File: src/rtl/tick_scheduler.sv
// rtl/tick_scheduler.sv - multi-channel periodic tick scheduler with round-robin event port
//
// Purpose: each channel counts shared time-base ticks down from a programmable
// period and raises a pending request on expiry. A round-robin arbiter presents
// one pending channel at a time on a valid/ready event port.
//
// Ports:
//   clk         system clock
//   reset       asynchronous reset, active-low
//   tick        1-cycle time-base pulse
//   ch_en       per-channel enable (level)
//   cfg_we      config write strobe
//   cfg_ch      channel index for config write (out-of-range ignored)
//   cfg_period  period in ticks, 0 = channel never fires
//   evt_valid   event available
//   evt_ch      channel of presented event
//   evt_ready   consumer accepts event
//   overrun     sticky per-channel flag: expiry while already pending
//   ovr_clr     per-channel overrun clear pulse
module tick_scheduler #(
    parameter int NUM_CH   = 4,
    parameter int PERIOD_W = 8,
    localparam int CH_W    = $clog2(NUM_CH)
) (
    input  logic                clk,
    input  logic                reset,
    input  logic                tick,
    input  logic [NUM_CH-1:0]   ch_en,
    input  logic                cfg_we,
    input  logic [CH_W-1:0]     cfg_ch,
    input  logic [PERIOD_W-1:0] cfg_period,
    output logic                evt_valid,
    output logic [CH_W-1:0]     evt_ch,
    input  logic                evt_ready,
    output logic [NUM_CH-1:0]   overrun,
    input  logic [NUM_CH-1:0]   ovr_clr
);

    logic [PERIOD_W-1:0] r_period [NUM_CH];
    logic [PERIOD_W-1:0] r_cnt    [NUM_CH];
    logic [NUM_CH-1:0]   r_pending;
    logic [NUM_CH-1:0]   r_overrun;
    logic                r_evt_valid;
    logic [CH_W-1:0]     r_evt_ch;
    logic [CH_W-1:0]     r_rr;

    logic                w_hs;
    logic [NUM_CH-1:0]   w_cfg_hit;
    logic [NUM_CH-1:0]   w_held;
    logic [NUM_CH-1:0]   w_ack;
    logic [NUM_CH-1:0]   w_expire;
    logic [NUM_CH-1:0]   w_pending_nxt;
    logic [NUM_CH-1:0]   w_overrun_nxt;
    logic [CH_W-1:0]     w_pick_hi;
    logic [CH_W-1:0]     w_pick_lo;
    logic                w_pick_hi_found;
    logic [CH_W-1:0]     w_pick;

    assign w_hs      = r_evt_valid && evt_ready;
    assign evt_valid = r_evt_valid;
    assign evt_ch    = r_evt_ch;
    assign overrun   = r_overrun;

    // Per-channel decode. An out-of-range cfg_ch matches no channel, so it is
    // dropped without any extra range check.
    always_comb begin
        w_cfg_hit     = '0;
        w_held        = '0;
        w_ack         = '0;
        w_expire      = '0;
        w_pending_nxt = r_pending;
        w_overrun_nxt = r_overrun;
        for (int i = 0; i < NUM_CH; i++) begin
            w_cfg_hit[i] = cfg_we && (cfg_ch == CH_W'(i));
            w_held[i]    = r_evt_valid && (r_evt_ch == CH_W'(i));
            w_ack[i]     = w_hs && w_held[i];
            // A config write takes precedence over a same-cycle tick.
            w_expire[i]  = !w_cfg_hit[i] && ch_en[i] && tick &&
                           (r_period[i] != '0) && (r_cnt[i] == PERIOD_W'(1));

            // Handshake clears the request, but a same-cycle expiry re-arms it.
            if (w_ack[i])
                w_pending_nxt[i] = w_expire[i];
            else if (w_expire[i])
                w_pending_nxt[i] = 1'b1;
            else if (!w_cfg_hit[i] && !ch_en[i] && !w_held[i])
                w_pending_nxt[i] = 1'b0;

            // Set beats clear; an expiry merged into an accepted event is not an overrun.
            w_overrun_nxt[i] = (w_expire[i] && r_pending[i] && !w_ack[i]) ||
                               (r_overrun[i] && !ovr_clr[i]);
        end
    end

    // Round-robin pick: lowest pending index at or above r_rr, otherwise wrap
    // to the lowest pending index overall. Scanning downward leaves the lowest.
    always_comb begin
        w_pick_hi       = '0;
        w_pick_lo       = '0;
        w_pick_hi_found = 1'b0;
        for (int j = NUM_CH - 1; j >= 0; j--) begin
            if (r_pending[j]) begin
                w_pick_lo = CH_W'(j);
                if (j >= int'(r_rr)) begin
                    w_pick_hi       = CH_W'(j);
                    w_pick_hi_found = 1'b1;
                end
            end
        end
        w_pick = w_pick_hi_found ? w_pick_hi : w_pick_lo;
    end

    always_ff @(posedge clk or negedge reset) begin
        if (!reset) begin
            for (int i = 0; i < NUM_CH; i++) begin
                r_period[i] <= '0;
                r_cnt[i]    <= '0;
            end
        end else begin
            for (int i = 0; i < NUM_CH; i++) begin
                if (w_cfg_hit[i]) begin
                    r_period[i] <= cfg_period;
                    r_cnt[i]    <= cfg_period;
                end else if (!ch_en[i]) begin
                    // Disabled channels restart a full period when re-enabled.
                    r_cnt[i] <= r_period[i];
                end else if (tick && (r_period[i] != '0)) begin
                    r_cnt[i] <= w_expire[i] ? r_period[i] : (r_cnt[i] - PERIOD_W'(1));
                end
            end
        end
    end

    always_ff @(posedge clk or negedge reset) begin
        if (!reset) begin
            r_pending <= '0;
            r_overrun <= '0;
        end else begin
            r_pending <= w_pending_nxt;
            r_overrun <= w_overrun_nxt;
        end
    end

    // Event port. A handshake cycle always drops valid, which guarantees the
    // idle cycle between consecutive events.
    always_ff @(posedge clk or negedge reset) begin
        if (!reset) begin
            r_evt_valid <= 1'b0;
            r_evt_ch    <= '0;
            r_rr        <= '0;
        end else if (w_hs) begin
            r_evt_valid <= 1'b0;
            r_rr        <= (r_evt_ch == CH_W'(NUM_CH - 1)) ? '0 : (r_evt_ch + CH_W'(1));
        end else if (!r_evt_valid && (r_pending != '0)) begin
            r_evt_valid <= 1'b1;
            r_evt_ch    <= w_pick;
        end
    end

endmodule

File: config.mk
export PLATFORM = sky130hd
export DESIGN_NAME = tick_scheduler
export DESIGN_NICKNAME = d
export VERILOG_FILES = /design/src/rtl/tick_scheduler.sv
export SDC_FILE = /design/constraint.sdc
export NUM_CORES = 1
export LEC_CHECK = 0
export CAP_MARGIN = 20
export CORE_ASPECT_RATIO = 1.25
export CORE_UTILIZATION = 24
export DETAILED_ROUTE_END_ITERATION = 7
export DONT_BUFFER_PORTS = 1
export PLACE_DENSITY = 0.39
export RECOVER_POWER = 25
export SLEW_MARGIN = 20
export SYNTH_ARGS = -nofsm -noshare
export SYNTH_HDL_FRONTEND = slang
export SYNTH_SLANG_ARGS = --single-unit
File: constraint.sdc
create_clock -name clk -period 2.9 [get_ports clk]
set_input_delay 0.725 -clock clk [delete_from_list [all_inputs] [get_ports clk]]
set_output_delay 0.725 -clock clk [all_outputs]
set_load 0.02 [all_outputs]
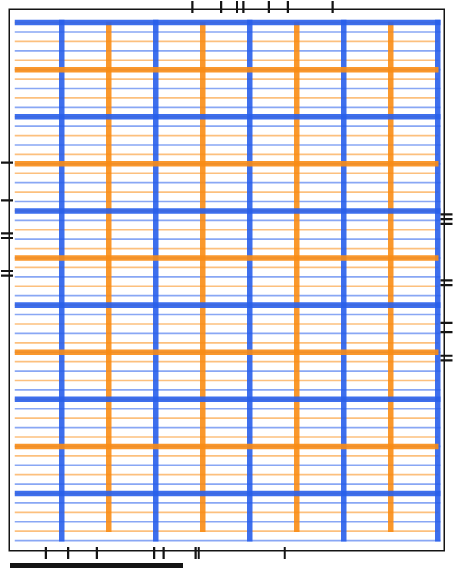
run_1/pdn.png
The bar under the picture is 50 um long. Pins as bars on the die edge.
color	net
blue	VSS
orange	VDD
met1 rails	56
signal pins	30
met5 straps	11

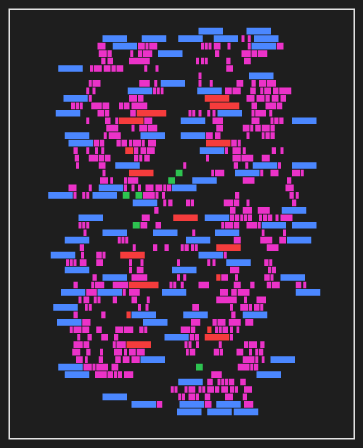
run_1/cell_classes.png
color	class	cells	share of their area
magenta	all other logic	417	52%
green	other buffers and delay cells	6	0.93%
red	clock drivers and dummy loads	16	7.0%
blue	flip-flops	77	40%

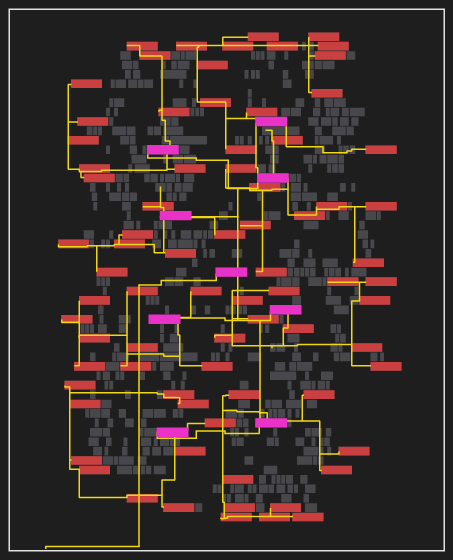
run_1/clock_map.png
[red] flip-flops | count: 77
[yellow] clock wires | length: 1,330 um
[magenta] cells driving clock nets | count: 9
routed clock nets	10

==> Implementation_results.wiki, run 1 <==
== Metrics ==
{| class="wikitable"
! Metric !! Value
|-
| Critical path launch point || r_period[4]$_DFFE_PN0P_
|-
| Number of standard cells in the final layout excluding fillers || approximately 740
|-
| Ordered cell list for the critical path || or4_4 -> o211ai_4 -> nand3_1 -> o21a_1 -> o32a_1
|-
| Post-Route Utilization || around 28%
|-
| Final Cell Area || about 0.005 mm^2
|-
| Startpoint of the worst register-to-register path || r_period[4]$_DFFE_PN0P_
|-
| Number of max-cap violations || 0
|-
| Global routing met1 resource utilization || between 10% and 20%
|-
| Number of warnings in the stage logs || 33
|-
| Synth unique cells || about 71
|-
| Vias || between 3,000 and 4,000
|-
| Slew @ Worst Pin || between 600 and 700 ps
|-
| Critical path depth in cells || 5
|-
| Clock power frac || approximately 36%
|-
| Met3 Wirelength || 645 um
|-
| Leading power group || sequential cells
|-
| Part of the Yosys area used for sequential elements || between 40 and 50%
|-
| DIE HEIGHT || between 150 and 200 um
|-
| Final total negative setup slack || 0 ps
|-
| Tightest Hold Check Type || input pin to async pin
|-
| Insertion Delay late pin || 350 ps
|-
| Switching power summed over all nets || ~1200 uW
|-
| Crit-path leading delay family || simple AND/OR/NAND/NOR gates
|-
| Crit. End Element || flip-flop
|-
| Final setup violation count || 0
|-
| Cell count in the Yosys report || 514
|-
| Largest stage delay on the critical path || approximately 580 ps
|-
| Met3 track demand over resource in global routing || roughly 4%
|-
| Number of hold buffers added after CTS || 0
|-
| HPWL after detailed placement || between 9000 and 10,000 um
|-
| Total of fill cells in the finished design || approximately 1,900
|-
| Maximum number of pins on one net before global-route repair || around 78
|-
| Global-route total usage across every layer || between 10 and 15%
|-
| Routed vias/inst || roughly 5.3
|-
| Level count of the clock H-tree || 3
|-
| Power of the sequential group || 1550 uW
|-
| Post-synth top area cell || dfrtp_1
|-
| Register-to-register setup slack || 740 ps
|-
| Adder-cell area share of the yosys netlist || 3.30%
|-
| Top cells by instance count after synthesis || nand2_1 (111), dfrtp_1 (77), nor2_1 (34), inv_1 (27)
|-
| Status || finished, violations left
|-
| Final Wtd Congestion || 0.818
|-
| Slowest cell on the critical path || or4_4
|-
| WL/cell || between 15 and 20 um
|-
| TritonCTS clock tree || yes
|-
| Global-route congestion overflow total || 0
|-
| Cell depth of the worst flop-to-flop path || 5
|-
| Number of clock sinks || 77
|-
| Required arrival time at the worst endpoint || 3130 ps
|-
| Post-CTS sizing || 0
|-
| Most frequent cell after synthesis || nand2_1
|-
| Async SR Flop Fraction || 100%
|-
| Smallest hold slack || about 80 ps
|-
| Worst max-slew margin expressed relative to the limit || a little over half
|-
| Fin Clk Skew || 10.8 ps
|-
| Length of routed met2 wiring || between 6000 and 7000 um
|-
| Post-CTS setup buffers || 0
|-
| Final period demand of the worst path || 2160 ps
|-
| Simple Share, Synth || approximately a quarter
|-
| Total core area || between 0.015 and 0.02 mm^2
|-
| LEAKAGE || approximately 0.0022 uW
|-
| I/O pin cnt || 30
|-
| Antenna violations before repair || 0
|-
| Cell count after placement || 728
|-
| Max Used Layer || met4
|-
| Sequential share of power || a little over two fifths
|-
| Synthesis-to-layout area growth || 12.8%
|-
| Most frequent logic cell in the layout || nand2_1
|-
| Commonest cells after routing, fill and taps aside || nand2_1 (111), dfrtp_1 (77), nor2_1 (34)
|-
| Final Max-Slew Violation Tally || 0
|-
| Crit Reg-Reg Endpoint || r_cnt[5]$_DFFE_PN0P_
|-
| GRT busiest layer || met2
|-
| Buf/Inv on CP || 0
|-
| Antenna viol nets, final || 0
|-
| Clock transition at the registers of the reported paths || 60 ps
|-
| Number of I/O port buffers || 0
|-
| Worst setup path class || flip-flop to flip-flop
|-
| Number of global-route vias before repair || around 3,900
|-
| Number of hold-slack violations in the final timing report || 0
|-
| Count of library flops with an enable pin || 0
|-
| Top post-synthesis cells by area || dfrtp_1 (42%), nand2_1 (9.2%), ha_1 (3.3%)
|-
| Setup WS pre-CTS || ~730 ps
|-
| Mapped Area || roughly 0.0046 mm^2
|-
| Clock tree root driver cell || clkbuf_16
|-
| Critical path capture point || r_cnt[5]$_DFFE_PN0P_
|-
| Maximum clock path buffer count || 2
|-
| Final routed DRC violation total || 4
|-
| Total power || between 3000 and 4000 uW
|-
| Mapped Avg Cell Area || ~8.9 um^2
|-
| Placement row count || roughly 55
|-
| Global-route wire length before repair || approximately 22,000 um
|-
| Initial DRT Pass Iterations || 6
|-
| Die extent in x || approximately 130 um
|-
| Post-Place Cell Area || between 0.004 and 0.005 mm^2
|-
| Clk. pwr || ~1300 uW
|-
| Flops out of synthesis || a little under 80
|-
| Achievable clock frequency || 462 MHz
|-
| Comb pwr || ~770 uW
|-
| Fraction of final layout cells with drive strength greater than 1 || 8.33%
|-
| Logic pwr share || a little over a fifth
|-
| RSZ-0062 raised after global routing || false
|-
| Chip area from the yosys synthesis statistics || around 0.0046 mm^2
|-
| Met2 track demand over resource in global routing || about a quarter
|-
| First-iteration detailed-routing DRC count || ~280
|-
| Switch share || 31.9%
|-
| Internal cell power || between 2000 and 2500 uW
|-
| Post-synthesis xor/xnor area fraction || around 1.3%
|-
| Layout net count || ~550
|-
| Compound-gate portion of the synthesized area || roughly 22%
|-
| Total number of yosys warnings || 0
|-
| Main logic family after synthesis || simple AND/OR/NAND/NOR gates
|-
| Final routed wirelength across all metal layers || around 14,000 um
|-
| Kind of start point of the critical path || flip-flop
|-
| Final critical-path share of the clock period || between 70% and 80%
|-
| Die area || slightly below 0.02 mm^2
|-
| Worst endpoint data arrival time || approximately 2400 ps
|-
| IR Drop Worst-Case VDD || approximately 0.26 mV
|-
| Critical path peak fanout || 7
|-
| Syn_nets || 549
|-
| Number of instances in the synthesized netlist || 514
|-
| Area fraction of the dominant cell type after synthesis || between 40% and 50%
|-
| Number of buffers created by CTS || 9
|-
| Most used flip-flop cell || dfrtp_1
|-
| Violated checks || design-rule violations
|-
| Worst path setup slack after routing || 735 ps
|}
run 1: state kept, by name (all words and copies together) (netlist names):
| name | count |
|---|---|
| evt_valid | 1 |
| overrun | 4 |
| r_rr | 2 |
| r_cnt | 32 |
| r_period | 32 |
| r_pending | 4 |
| evt_ch | 2 |
run 1: area by class of cell:
type | instances | area [um^2] | share of cell area (%)
Multi-Input combinational cell | 390 | 2440 | 47.5
Clock inverter | 7 | 114 | 2.22
Sequential cell | 77 | 1930 | 37.5
Inverter | 27 | 101 | 1.97
Timing Repair Buffer | 6 | 45.0 | 0.877
Tap cell | 228 | 285 | 5.56
Clock buffer | 9 | 225 | 4.39
## Run 2: what changed since run 1
clock period = 2 ns   (was 2.9 ns; I/O delays follow)
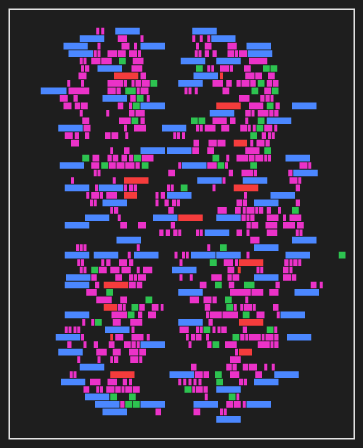
run_2/cell_classes.png
color	class	cells	share of their area
magenta	all other logic	417	50%
blue	flip-flops	77	37%
green	other buffers and delay cells	54	7.9%
red	clock drivers and dummy loads	16	5.6%

==> run 2 against run 1 <==
Net effect:
- the flow finishes with violations (design-rule violations, negative hold slack)
- core utilization is 2.1 points higher
- first-iteration DRC count is 28% lower
- clock skew is 3.6 ps lower
- sequential power is about 40% higher
- setup slack worse by 670 ps
- clock-buffer cell count is 7 higher
- die area stayed put
- sequential share of layout area is 2.6 points lower
- maximum frequency is 12% higher
- register-to-register slack worse by 670 ps
- non-clock buffer count is 48 higher
- critical endpoint is now r_cnt[6]$_DFFE_PN0P_
==> Implementation_results.wiki, run 2 <==
== Metrics ==
{| class="wikitable"
! Metric !! Value
|-
| Status || finished, violations left
|-
| Violated checks || design-rule violations, negative hold slack
|-
| Leading power group || sequential cells
|-
| Reg area || 0.00193 mm^2 (about the same)
|-
| Smallest hold slack || -157 ps (-234 ps)
|-
| Top cells by instance count after synthesis || nand2_1 (111), dfrtp_1 (77), nor2_1 (34), inv_1 (27)
|-
| Total number of yosys warnings || 0 (unchanged)
|-
| Level count of the clock H-tree || 3 (unchanged)
|-
| I/O pin cnt || 30 (unchanged)
|-
| Antenna viol nets, final || 0 (unchanged)
|-
| Final routed wirelength across all metal layers || 14,300 um (+3.7%)
|-
| Number of warnings in the stage logs || 36 (+9.1%)
|-
| Fraction of final layout cells with drive strength greater than 1 || 17.9% (+9.6 points)
|-
| Final Wtd Congestion || 0.834 (+2.0%)
|-
| Required arrival time at the worst endpoint || 2270 ps (-860 ps)
|-
| Final period demand of the worst path || 1940 ps (-226 ps)
|-
| Top post-synthesis cells by area || dfrtp_1 (42%), nand2_1 (9.2%), ha_1 (3.3%)
|-
| Register-to-register setup slack || 60 ps (-670 ps)
|-
| Final total negative setup slack || 0 ps (unchanged)
|-
| Number of max-cap violations || 0 (unchanged)
|-
| Critical path launch point || r_period[0]$_DFFE_PN0P_
|-
| WL/cell || 18.0 um (-2.6%)
|-
| Worst path setup slack after routing || 61.5 ps (-674 ps)
|-
| Post-Route Utilization || 30.2% (+2.1 points)
|-
| Comb pwr || 1440 uW (+88%)
|-
| Tightest Hold Check Type || input pin to async pin
|-
| Switch share || 32.7% (+0.80 points)
|-
| Combined area of the multi-input logic cells || 0.00250 mm^2 (+2.7%)
|-
| Crit. End Element || flip-flop
|-
| Achievable clock frequency || 516 MHz (+12%)
|-
| Global-route wire length before repair || 23,100 um (+3.8%)
|-
| Most used flip-flop cell || dfrtp_1
|-
| Clock transition at the registers of the reported paths || 60 ps (about the same)
|-
| Startpoint of the worst register-to-register path || r_period[0]$_DFFE_PN0P_
|-
| Layout net count || 594 (+8.8%)
|-
| Count of library flops with an enable pin || 0 (unchanged)
|-
| Number of I/O port buffers || 0 (unchanged)
|-
| Number of global-route vias before repair || 4,178 (+6.3%)
|-
| Number of instances in the synthesized netlist || 514 (unchanged)
|-
| Number of clock sinks || 77 (unchanged)
|-
| Cell depth of the worst flop-to-flop path || 6 (+1)
|-
| Synthesis-to-layout area growth || 21.3%
|-
| Number of standard cells in the final layout excluding fillers || 792 (+6.5%)
|-
| Part of the Yosys area used for sequential elements || 42.3% (unchanged)
|-
| TritonCTS clock tree || yes
|-
| Antenna violations before repair || 0 (unchanged)
|-
| Insertion Delay late pin || 350 ps (about the same)
|-
| Total core area || 0.0183 mm^2 (unchanged)
|-
| Chip area from the yosys synthesis statistics || 0.00455 mm^2 (unchanged)
|-
| Critical path peak fanout || 5 (-2)
|-
| Final Cell Area || 0.00552 mm^2 (+7.6%)
|-
| Length of routed met2 wiring || 6930 um (+5.1%)
|-
| Final routed DRC violation total || 4 (unchanged)
|-
| Cell count in the Yosys report || 514 (unchanged)
|-
| Total power || 5270 uW (+45%)
|-
| IR Drop Worst-Case VDD || 0.414 mV (+60%)
|-
| Maximum clock path buffer count || 2 (unchanged)
|-
| Post-synth top area cell || dfrtp_1
|-
| Post-Place Cell Area || 0.00512 mm^2 (+6.9%)
|-
| Post-synthesis xor/xnor area fraction || 1.35% (unchanged)
|-
| Sequential share of power || 41.2% (-1.5 points)
|-
| Logic pwr share || 27.3% (+6.2 points)
|-
| Maximum number of pins on one net before global-route repair || 78 (unchanged)
|-
| Number of buffers created by CTS || 9 (unchanged)
|-
| Placement row count || 55 (unchanged)
|-
| Main logic family after synthesis || simple AND/OR/NAND/NOR gates
|-
| Worst endpoint data arrival time || 2210 ps (-180 ps)
|-
| Worst max-slew margin expressed relative to the limit || 57.8% (+4.4 points)
|-
| Die area || 0.0195 mm^2 (unchanged)
|-
| Number of hold-slack violations in the final timing report || 77 (+77)
|-
| Area fraction of the dominant cell type after synthesis || 42.3% (unchanged)
|-
| Power of the sequential group || 2170 uW (+40%)
|-
| Clk. pwr || 1660 uW (+26%)
|-
| Compound-gate portion of the synthesized area || 21.6% (unchanged)
|-
| Met3 Wirelength || 633 um (-1.9%)
|-
| Top Registers || r_cnt: 32 flops, r_period: 32 flops
|-
| RSZ-0062 raised after global routing || true
|-
| Global routing met1 resource utilization || 18.5% (-0.029 points)
|-
| Critical path capture point || r_cnt[6]$_DFFE_PN0P_
|}
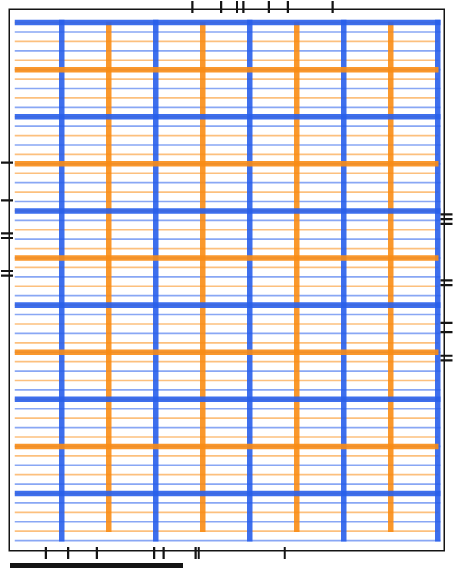
run_2/pdn.png
The bar under the picture is 50 um long. Pins as bars on the die edge.
color	net
orange	VDD
blue	VSS
met1 rails	56
signal pins	30
rows	55
met4 straps	9

-- run 2: cell count changes in the layout (fill, tap and decap cells not counted), sizes merged --
cell	delta
buf	+48
bufinv	-3
clkinv	-4
clkbuf	+7
-- run 2: layout make-up --
class                           count  area share [%]
Multi-Input combinational cell    390            45.3
Inverter                           27            1.84
Tap cell                          228            5.17
Timing Repair Buffer               54            7.48
Clock buffer                       16            5.28
Sequential cell                    77            34.9
-- run 2: repair_timing --
action | in CTS | in global routing
buffers inserted | 0 | 4
cloned | 0 | 0
pin swaps | 0 | 4
endpoints found under the setup margin | 2 | 20
gates resized | 5 | 14
endpoints found under the hold margin | 77 | 77
-- run 2: critical path, cell delays in order, from the launching register on --
cell      delay, ps
dfrtp_1         390
or4_4           580
o211ai_4        210
buf_6           140
a21oi_1          60
a311o_1         310
a31oi_1         160
No activity file was given, so power comes from the tool's default toggle rates.
